==> src/rtl/fetch_unit.sv <==
// ---------------------------------------------------------------------------
// fetch_unit
//
// Instruction-fetch initiator. It walks a word-aligned program counter,
// presents it to the instruction ROM as the read address, and accepts a
// returned word only when the memory echoes that address. Accepted
// {pc, instr} pairs go into a small prefetch FIFO. The decode stage drains
// the FIFO with a valid/ready handshake. A redirect flushes the FIFO and
// restarts fetch at the new address.
//
// Parameters
//   RESET_PC    fetch address after reset (low two bits ignored)
//   FIFO_DEPTH  prefetch entries, power of two, >= 2
//
// Ports
//   clk, rst      rising-edge clock, asynchronous active-high reset
//   memAddr       read address to memory (the fetch PC)
//   memDin        read data from memory
//   memAddrIn     address echoed by memory alongside memDin
//   memReadValid  memDin/memAddrIn valid this cycle
//   memReady      memory able to serve
//   instr, pc     FIFO head entry (combinational from storage)
//   instrValid    FIFO non-empty
//   instrReady    decode consumes the head when high with instrValid
//   redirect      flush and restart fetch at redirectPc
//   redirectPc    restart address
//   misalignErr   (FETCH_MISALIGN_TRAP_EN only) sticky misaligned-redirect flag
//
// Build option
//   FETCH_MISALIGN_TRAP_EN  when defined, a redirect to a non-word-aligned
//                           address raises misalignErr and blocks fetch until
//                           the next aligned redirect. When undefined, the low
//                           bits of redirectPc are silently cleared.
// ---------------------------------------------------------------------------
module fetch_unit #(
    parameter logic [31:0] RESET_PC   = 32'h0000_0000,
    parameter int unsigned FIFO_DEPTH = 4
) (
    input  logic        clk,
    input  logic        rst,
    output logic [31:0] memAddr,
    input  logic [31:0] memDin,
    input  logic [31:0] memAddrIn,
    input  logic        memReadValid,
    input  logic        memReady,
    output logic [31:0] instr,
    output logic [31:0] pc,
    output logic        instrValid,
    input  logic        instrReady,
    input  logic        redirect,
    input  logic [31:0] redirectPc
`ifdef FETCH_MISALIGN_TRAP_EN
    ,
    output logic        misalignErr
`endif
);

    localparam int unsigned PTR_W = (FIFO_DEPTH > 1) ? $clog2(FIFO_DEPTH) : 1;
    localparam int unsigned CNT_W = PTR_W + 1;

    localparam logic [31:0]      RESET_PC_ALIGNED = {RESET_PC[31:2], 2'b00};
    localparam logic [CNT_W-1:0] DEPTH_CNT        = CNT_W'(FIFO_DEPTH);
    localparam logic [CNT_W-1:0] CNT_ZERO         = CNT_W'(1'b0);
    localparam logic [CNT_W-1:0] CNT_ONE          = CNT_W'(1'b1);
    localparam logic [PTR_W-1:0] PTR_ZERO         = PTR_W'(1'b0);
    localparam logic [PTR_W-1:0] PTR_ONE          = PTR_W'(1'b1);

    // ------------------------------------------------------------------
    // State
    // ------------------------------------------------------------------
    logic [31:0]      fetch_pc_q, fetch_pc_d;
    logic [PTR_W-1:0] rd_ptr_q,   rd_ptr_d;
    logic [PTR_W-1:0] wr_ptr_q,   wr_ptr_d;
    logic [CNT_W-1:0] count_q,    count_d;
    logic [31:0]      pc_mem_q    [FIFO_DEPTH];
    logic [31:0]      pc_mem_d    [FIFO_DEPTH];
    logic [31:0]      instr_mem_q [FIFO_DEPTH];
    logic [31:0]      instr_mem_d [FIFO_DEPTH];

`ifdef FETCH_MISALIGN_TRAP_EN
    logic             misalign_q, misalign_d;
`endif

    // ------------------------------------------------------------------
    // Handshake / acceptance terms
    // ------------------------------------------------------------------
    logic not_empty_s;
    logic pop_s;
    logic addr_match_s;
    logic room_s;
    logic trap_block_s;
    logic accept_s;

    // Only the word part of the echo is compared; byte-offset bits are
    // meaningless for a word fetch.
    logic unused_s;
    assign unused_s = ^{memAddrIn[1:0], redirectPc[1:0]};

    // Decode handshake and response-acceptance qualification.
    always_comb begin
        not_empty_s  = (count_q != CNT_ZERO);
        pop_s        = not_empty_s & instrReady;
        addr_match_s = (memAddrIn[31:2] == fetch_pc_q[31:2]);
        // A pop in the same cycle frees a slot, so a full FIFO can still
        // take a new word while decode drains.
        room_s       = (count_q < DEPTH_CNT) | pop_s;
`ifdef FETCH_MISALIGN_TRAP_EN
        trap_block_s = misalign_q;
`else
        trap_block_s = 1'b0;
`endif
        // A response arriving alongside a redirect belongs to the old
        // stream and is dropped.
        accept_s     = memReady & memReadValid & addr_match_s & room_s &
                       ~redirect & ~trap_block_s;
    end

    // Next-state for PC, pointers, occupancy and the misalign flag.
    always_comb begin
        fetch_pc_d = fetch_pc_q;
        rd_ptr_d   = rd_ptr_q;
        wr_ptr_d   = wr_ptr_q;
        count_d    = count_q;
`ifdef FETCH_MISALIGN_TRAP_EN
        misalign_d = misalign_q;
`endif
        if (redirect) begin
            // Redirect outranks any push/pop in the same cycle.
            fetch_pc_d = {redirectPc[31:2], 2'b00};
            rd_ptr_d   = PTR_ZERO;
            wr_ptr_d   = PTR_ZERO;
            count_d    = CNT_ZERO;
`ifdef FETCH_MISALIGN_TRAP_EN
            misalign_d = |redirectPc[1:0];
`endif
        end else begin
            if (accept_s) begin
                // 32-bit add wraps 0xFFFF_FFFC -> 0 naturally.
                fetch_pc_d = fetch_pc_q + 32'd4;
                wr_ptr_d   = wr_ptr_q + PTR_ONE;
            end else begin
                fetch_pc_d = fetch_pc_q;
                wr_ptr_d   = wr_ptr_q;
            end

            if (pop_s) begin
                rd_ptr_d = rd_ptr_q + PTR_ONE;
            end else begin
                rd_ptr_d = rd_ptr_q;
            end

            case ({accept_s, pop_s})
                2'b10:   count_d = count_q + CNT_ONE;
                2'b01:   count_d = count_q - CNT_ONE;
                default: count_d = count_q;
            endcase
        end
    end

    // Next-state for FIFO storage: write the accepted pair at the tail.
    always_comb begin
        pc_mem_d    = pc_mem_q;
        instr_mem_d = instr_mem_q;
        if (accept_s) begin
            pc_mem_d[wr_ptr_q]    = fetch_pc_q;
            instr_mem_d[wr_ptr_q] = memDin;
        end else begin
            pc_mem_d    = pc_mem_q;
            instr_mem_d = instr_mem_q;
        end
    end

    // Control-state register with asynchronous reset.
    always_ff @(posedge clk or posedge rst) begin
        if (rst) begin
            fetch_pc_q <= RESET_PC_ALIGNED;
            rd_ptr_q   <= PTR_ZERO;
            wr_ptr_q   <= PTR_ZERO;
            count_q    <= CNT_ZERO;
        end else begin
            fetch_pc_q <= fetch_pc_d;
            rd_ptr_q   <= rd_ptr_d;
            wr_ptr_q   <= wr_ptr_d;
            count_q    <= count_d;
        end
    end

    // FIFO storage register; cleared on reset so an empty head reads zero.
    always_ff @(posedge clk or posedge rst) begin
        if (rst) begin
            pc_mem_q    <= '{default: 32'h0000_0000};
            instr_mem_q <= '{default: 32'h0000_0000};
        end else begin
            pc_mem_q    <= pc_mem_d;
            instr_mem_q <= instr_mem_d;
        end
    end

`ifdef FETCH_MISALIGN_TRAP_EN
    // Sticky misaligned-redirect flag; only a redirect changes it.
    always_ff @(posedge clk or posedge rst) begin
        if (rst) begin
            misalign_q <= 1'b0;
        end else begin
            misalign_q <= misalign_d;
        end
    end

    assign misalignErr = misalign_q;
`endif

    // ------------------------------------------------------------------
    // Outputs
    // ------------------------------------------------------------------
    assign memAddr    = fetch_pc_q;
    assign instr      = instr_mem_q[rd_ptr_q];
    assign pc         = pc_mem_q[rd_ptr_q];
    assign instrValid = not_empty_s;

endmodule

==> config.mk <==
export PLATFORM = sky130hd
export DESIGN_NAME = fetch_unit
export DESIGN_NICKNAME = d
export VERILOG_FILES = /design/src/rtl/fetch_unit.sv
export SDC_FILE = /design/constraint.sdc
export NUM_CORES = 1
export LEC_CHECK = 0
export CAP_MARGIN = 10
export CORE_UTILIZATION = 30
export CTS_CLUSTER_SIZE = 16
export DETAILED_ROUTE_END_ITERATION = 8
export SYNTH_ARGS = -nofsm -noshare
export SYNTH_HDL_FRONTEND = slang
export SYNTH_SLANG_ARGS = --single-unit
==> constraint.sdc <==
create_clock -name clk -period 10.2 [get_ports clk]
set_clock_uncertainty 0.2 [all_clocks]
set_input_delay 1.02 -clock clk [delete_from_list [all_inputs] [get_ports clk]]
set_output_delay 1.02 -clock clk [all_outputs]
set_load 0.01 [all_outputs]
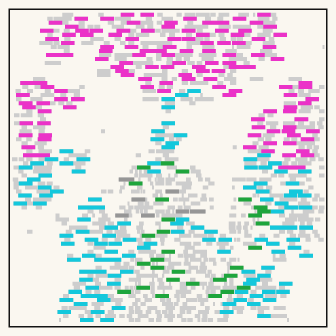
Figure 1: run 1, where the registers sit.
[memAddr] green | flops: 30 | where: south
[pc_mem_q] cyan | flops: 120
[instr_mem_q] magenta | flops: 128
register share of the cell area: 42.0%
sequential power: 1.18 mW
sequential cell area: 7140 sq um
fin util: 38.4%

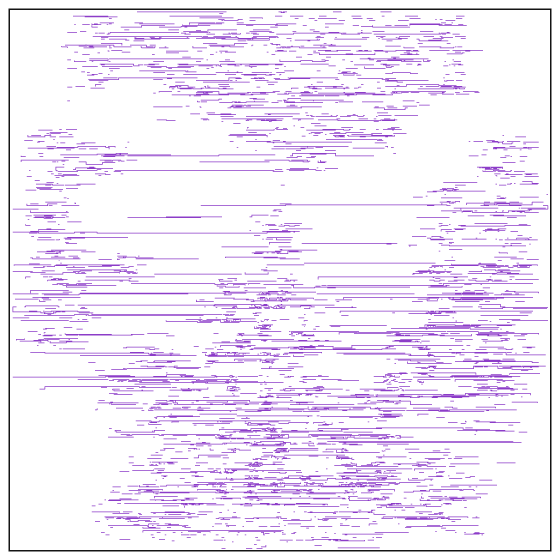
Figure 2: run 1, the metal 1 layer.
longest straight run: 75.0 um
main direction: horizontal

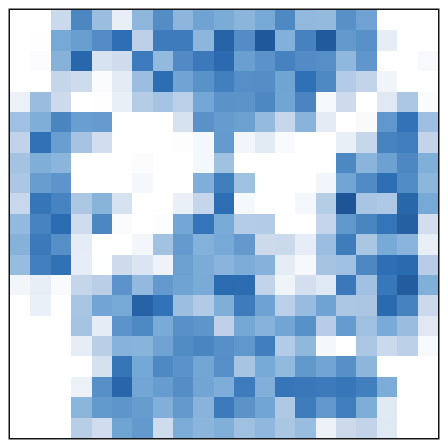
Figure 3: run 1, local utilization.
21 x 21 tiles, from white (low) to dark blue (high), 0 to 100% covered.
tiles over 75% full: 4.3%
mean over tiles: 36%
fullest tile: 85%
nearly empty tiles: 20%
core area: 44300 sq um
Init Core Util: 30.4%

==> impl_metrics.json, run 1 <==
{
  "status": "completed",
  "top_cell": "dfrtp_1",
  "cts.hold.buffers_added": 0,
  "cp_data_arrival_time_ns": 3.34,
  "h-tree-depth": 2,
  "final_layout_size_suffix_gt1_share_pct": 35.9,
  "ff2ff_path_depth": 7,
  "yosysSeqAreaShare_pct": 52.9,
  "nets": 1204,
  "final_cell_mix": "dfrtp_1 (283), mux2_2 (250), clkdlybuf4s50_1 (189)",
  "worst-endpoint-required_ns": 8.98,
  "logic_area_sq_um": 5950,
  "dieWidth_um": 214,
  "worstMarginPinSlew_ns": 1.08,
  "syn_area_sq_um": 13500,
  "cts_tree": "built",
  "numCtsBuffers": 36,
  "critPathTopFamily": "buffers and inverters",
  "max_freq_ghz": 0.219,
  "top_logic_kind": "multiplexers",
  "drv_cap": 0,
  "syn_to_final_growth_pct": 26.1,
  "drc": 0,
  "die_h_um": 214,
  "synth_warnings": 0,
  "synthTopCellsByCount": "dfrtp_1 (285), mux2_2 (250), mux4_2 (62)",
  "clk_latency_ns": 0.54,
  "top_area_cell": "dfrtp_1",
  "postSynth.asyncResetShare_pct": 100,
  "first_iter_violations": 505,
  "finalSetupTns_ns": 0,
  "yosys_most_used_dff": "dfrtp_1",
  "synthTopCellsByArea": "dfrtp_1 (53%), mux2_2 (21%), mux4_2 (10%)",
  "wire_per_inst_um": 20.6,
  "clkSinkCount": 285,
  "leakagePower_nw": 7.74,
  "place_congestion": 0.774,
  "syn_inst": 933,
  "aoi_share_pct": 2.21,
  "grt_max_degree": 92,
  "fin_crit_ns": 4.56,
  "powerDensity_nw_per_um2": 151,
  "synth-seq-cells": 285,
  "finalHoldViolations": 0,
  "rr_startpoint": "memAddr[7]",
  "whs_path_depth": 1,
  "final_max_slew_viol_count": 0,
  "synthDistinctLibCells": 50,
  "dp_hpwl_um": 22600,
  "grt_pass1_wl_um": 55000,
  "yosys_area_sq_um": 13500,
  "crit_slowest_cell": "dfrtp_4",
  "hp-start": "pc_mem_q[51]",
  "crit_path_start": "rd_ptr_q[0]",
  "drt-total-wl_um": 35300,
  "path_cells": "buf_4, mux4_2, clkdlybuf4s50_1",
  "rsz0062_at_grt": "no",
  "worstSetupEndpointType": "output pin",
  "drtPass1Iterations": 5,
  "cts_resized": 0,
  "avgViaCountPerCell": 4.92,
  "finalClockPeriodUsage_pct": 44.7,
  "die_area_sq_um": 45800,
  "ys_sh_mux_pct": 31.7,
  "warnings": 33,
  "ys_sh_xor_pct": 2.66,
  "slew_headroom_pct": 27.7,
  "adder_share_pct": 0.612,
  "grt-ovfl-total": 0,
  "final_antenna_net_count": 0,
  "power.total_mw": 2.58,
  "clkTransAtPathRegs_ns": 0.06,
  "synth-edff-count": 0,
  "path_class": "flop to output pin",
  "top_area_share_pct": 52.9,
  "grt_pass1_vias": 8950,
  "ys_cells": 933,
  "numPortBuffers": 190,
  "vias": 8414,
  "cts_root_buf": "clkbuf_16",
  "min_path_type": "flop to flop",
  "critical_path.startpoint_type": "flop",
  "lay_top_count": "dfrtp_1",
  "crit_buf_inv": 2,
  "rows": 77,
  "grt_antenna_before_repair": 5,
  "path_max_fanout": 35,
  "critPathMaxStageDelay_ns": 0.93
}
## run 1: final cells by class
class	instances	share of cell area, %
Timing Repair Buffer	202	11.7
Multi-Input combinational cell	560	35.0
Inverter	11	0.287
Antenna cell	3	0.0441
Tap cell	592	4.35
Sequential cell	285	42.0
Clock inverter	11	0.647
Clock buffer	47	6.02
## run 1: worst reg2reg max path, cell delays in order (launching register included)
cell and delay (ns):
dfrtp_1 0.55, xor2_1 0.24, nor4_1 0.47, nand2_2 0.29, nor3_4 0.58, nand3_4 0.68, buf_4 0.53, mux2_2 0.34
## run 1: sequential cells by signal, indices dropped and copies added, names as in the netlist
| name | count |
|---|---|
| pc_mem_q | 120 |
| count_q | 3 |
| rd_ptr_q | 2 |
| wr_ptr_q | 2 |
| memAddr | 30 |
| instr_mem_q | 128 |
## run 1: power breakdown
group / internal [mW] / total (mW) / switching, mW
clock: 0.751 / 1.24 / 0.486
sequential: 1.14 / 1.18 / 0.0411
combinational: 0.0765 / 0.156 / 0.0792
## run 1: path summary, 6_finish.rpt
kind / endpoint / slack (ns)
setup reg to reg: instr_mem_q[117] / 6.17
max in group asynchronous: pc_mem_q[88] / 7.48
min in group asynchronous: instr_mem_q[10] / 0.79
setup / recovery: pc[22] / 5.64
hold / removal: pc_mem_q[51] / 0.30
hold reg to reg: pc_mem_q[51] / 0.30
## run 1: per-stage QoR
stage	setup WS, ns	cells	hold slack [ns]	instance area [sq um]
finish	5.64	1711	0.297	17000
global route	5.35	1711	0.313	17000
CTS	5.44	1708	0.299	17000
detailed placement	5.28	1650	0.287	15900
global placement	5.30	1650	0.282	15900
floorplan	1.12	936	0.274	13500
## run 1: per-layer routing
layer	part of all wire, %	track usage [%]
met5	0.048	0
met4	2.4	6.45
met3	5.2	3.39
met2	47	24.7
met1	45	21.2
--- run 2 (diff from run 1) ---
clock period = 4.1 ns   (was 10.2 ns; I/O delays follow)
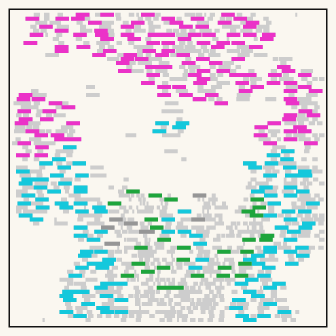
Figure 4: run 2, where the registers sit.
[memAddr] green | flops: 30
[instr_mem_q] magenta | flops: 128
[pc_mem_q] cyan | flops: 120
not coloured: 7

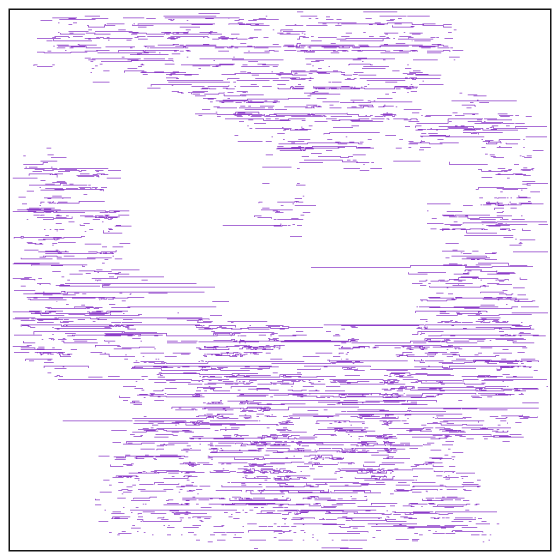
Figure 5: run 2, the metal 1 layer.
longest straight run: 69.5 um
main direction: horizontal
met1 track demand over resource: 19.9%
DR vias: 8491
Routed WL: 34500 um

==> run 2 against run 1 <==
Compared with the run above:
- sequential share of layout area shrank 0.93 points
- sequential power rose by 150%
- worst hold slack lost 0.15 ns
- area after synthesis unchanged
- global-route usage fell by 0.28 points
- synthesized cell count is the same
- count of clock-buffer cells in the layout up 4
- critical endpoint is now pc[27]
- flip-flop count is the same
- largest power group unchanged
- critical path depth stayed put
- non-clock buffer count is 25 higher
==> impl_metrics.json, run 2 <==
{
  "status": "completed",
  "holdWs_ns": 0.150,
  "drc": 0,
  "sw_frac_of_total_pct": 23.0,
  "die_area_sq_um": 45800,
  "yosys_most_used_dff": "dfrtp_1",
  "grt_pass1_wl_um": 54800,
  "largest_register": "instr_mem_q",
  "h-tree-depth": 2,
  "place_congestion": 0.812,
  "max_freq_ghz": 0.297,
  "nets": 1229,
  "finalHoldViolations": 0,
  "critical_path.startpoint_type": "flop",
  "pin_count": 199,
  "synthTopCellsByArea": "dfrtp_1 (53%), mux2_2 (21%), mux4_2 (10%)",
  "dp_hpwl_um": 22800,
  "syn_to_final_growth_pct": 29.0,
  "top_cell": "dfrtp_1",
  "synth_warnings": 0,
  "top_area_cell": "dfrtp_1",
  "clkSinkCount": 285,
  "stdcell_area_sq_um": 17400,
  "cts_root_buf": "clkbuf_16",
  "final_max_slew_viol_count": 0,
  "finalSetupTns_ns": 0,
  "path_max_fanout": 25,
  "path_class": "flop to output pin",
  "setup_viol": 0,
  "numCtsBuffers": 36,
  "power.internal_mw": 5.16,
  "worstSetupEndpointType": "output pin",
  "wire_per_inst_um": 19.8,
  "yosysSeqAreaShare_pct": 52.9,
  "syn_inst": 933,
  "worstMarginPinSlew_ns": 0.775,
  "grt_usage_pct": 15.5,
  "dp_slack_ns": 0.594,
  "grt_max_degree": 95,
  "slew_headroom_pct": 48.0,
  "fp_util_pct": 30.4,
  "die_h_um": 214,
  "largest_register_ffs": 128,
  "postSynth.asyncResetShare_pct": 100,
  "first_iter_violations": 389,
  "yosys_area_sq_um": 13500,
  "grt_pass1_vias": 9214,
  "numPortBuffers": 190,
  "fin_util_pct": 39.3,
  "syn_area_per_cell_sq_um": 14.5,
  "peakVddDrop_mv": 0.262,
  "cp_data_arrival_time_ns": 2.76,
  "dr_wl_met3_um": 1430,
  "fin_crit_ns": 3.37,
  "cts_tree": "built",
  "power.total_mw": 6.70,
  "wl_met1_um": 15200,
  "grt_antenna_before_repair": 3,
  "cts_resized": 0,
  "grt_use_met3_pct": 2.92,
  "lay_top_count": "dfrtp_1",
  "final_antenna_net_count": 0,
  "leakagePower_nw": 7.95,
  "synth-edff-count": 0,
  "fin_cells": 1741,
  "final_cell_mix": "dfrtp_1 (283), mux2_2 (250), clkdlybuf4s50_1 (189)",
  "synth-seq-cells": 285,
  "drtPass1Iterations": 4,
  "cts_buffer_depth": 3,
  "place_area_sq_um": 16100,
  "grt-ovfl-total": 0,
  "ys_cells": 933,
  "grt_use_met2_pct": 25.7,
  "final_layout_size_suffix_gt1_share_pct": 37.7,
  "powerDensity_nw_per_um2": 385,
  "clk_latency_ns": 0.54,
  "clkTransAtPathRegs_ns": 0.06,
  "rows": 77,
  "dieWidth_um": 214,
  "switching_power_mw": 1.54,
  "finalClockPeriodUsage_pct": 82.2,
  "top_usage_layer": "met2",
  "power_frac_seq_pct": 43.7,
  "fin_ws_ns": 0.728,
  "clkPwrFrac_pct": 50.0,
  "avgViaCountPerCell": 4.88,
  "min_path_type": "primary input to asynchronous set/reset pin",
  "syn_area_sq_um": 13500,
  "dpl.cell_count": 1675,
  "dr.max_layer_used": "met5",
  "dr_wl_met2_um": 16900,
  "worst-endpoint-required_ns": 3.49,
  "p_comb_share_pct": 6.3,
  "warnings": 34,
  "rsz0062_at_grt": "no",
  "synthDistinctLibCells": 50,
  "synthTopCellsByCount": "dfrtp_1 (285), mux2_2 (250), mux4_2 (62)",
  "core_sq_um": 44300,
  "top_area_share_pct": 52.9,
  "drv_cap": 0,
  "post_cts_buffers": 0,
  "cts.hold.buffers_added": 0
}
-- run 2: worst paths after layout --
kind / start / end / slack [ns] / cells after the start
setup reg to reg: memAddr[26] / count_q[2] / 0.91 / 9
max in group asynchronous: rst / pc_mem_q[19] / 2.57 / 4
setup / recovery: rd_ptr_q[0] / pc[27] / 0.73 / 3
hold / removal: rst / pc_mem_q[9] / 0.15 / 2
hold reg to reg: instr_mem_q[54] / instr_mem_q[54] / 0.30 / 1
min in group clk: redirectPc[24] / memAddr[24] / 0.24 / 3
-- run 2: cell type report --
class	count	area, sq um
Antenna cell	1	2.50
Clock buffer	51	1090
Clock inverter	14	188
Fill cell	4209	26900
Inverter	11	45.0
Multi-Input combinational cell	560	5950
Sequential cell	285	7140
Tap cell	592	741
Timing Repair Buffer	227	2240
-- run 2: cell families (layout without fill, tap and decap cells) --
| kind of cell | after synthesis | count (layout) | synth area share, % |
|---|---|---|---|
| mux | 318 | 318 | 31.7 |
| fa+ha+maj | 6 | 6 | 0.612 |
| flops | 285 | 285 | 52.9 |
| other cells | 1 | 5 | 0.0278 |
| buf+inv | 91 | 303 | 3.38 |
| compound gates | 44 | 44 | 2.21 |
| xor+xnor | 41 | 41 | 2.66 |
| simple gates | 147 | 147 | 6.58 |
-- run 2: power by group through the flow --
stage | clock network [mW] | logic (mW) | registers [mW]
floorplan | 0 | 0.222 | 2.93
global placement | 0 | 0.423 | 2.98
detailed placement | 0 | 0.428 | 2.98
CTS | 3.46 | 0.430 | 2.93
global route | 3.57 | 0.464 | 2.93
finish | 3.35 | 0.422 | 2.93
-- run 2: critical path, stage by stage (launching register included) --
cell and delay, ns:
dfrtp_4 0.81, buf_4 0.34, mux4_2 0.56, clkdlybuf4s50_1 0.51
Power and IR drop assume default switching activity.
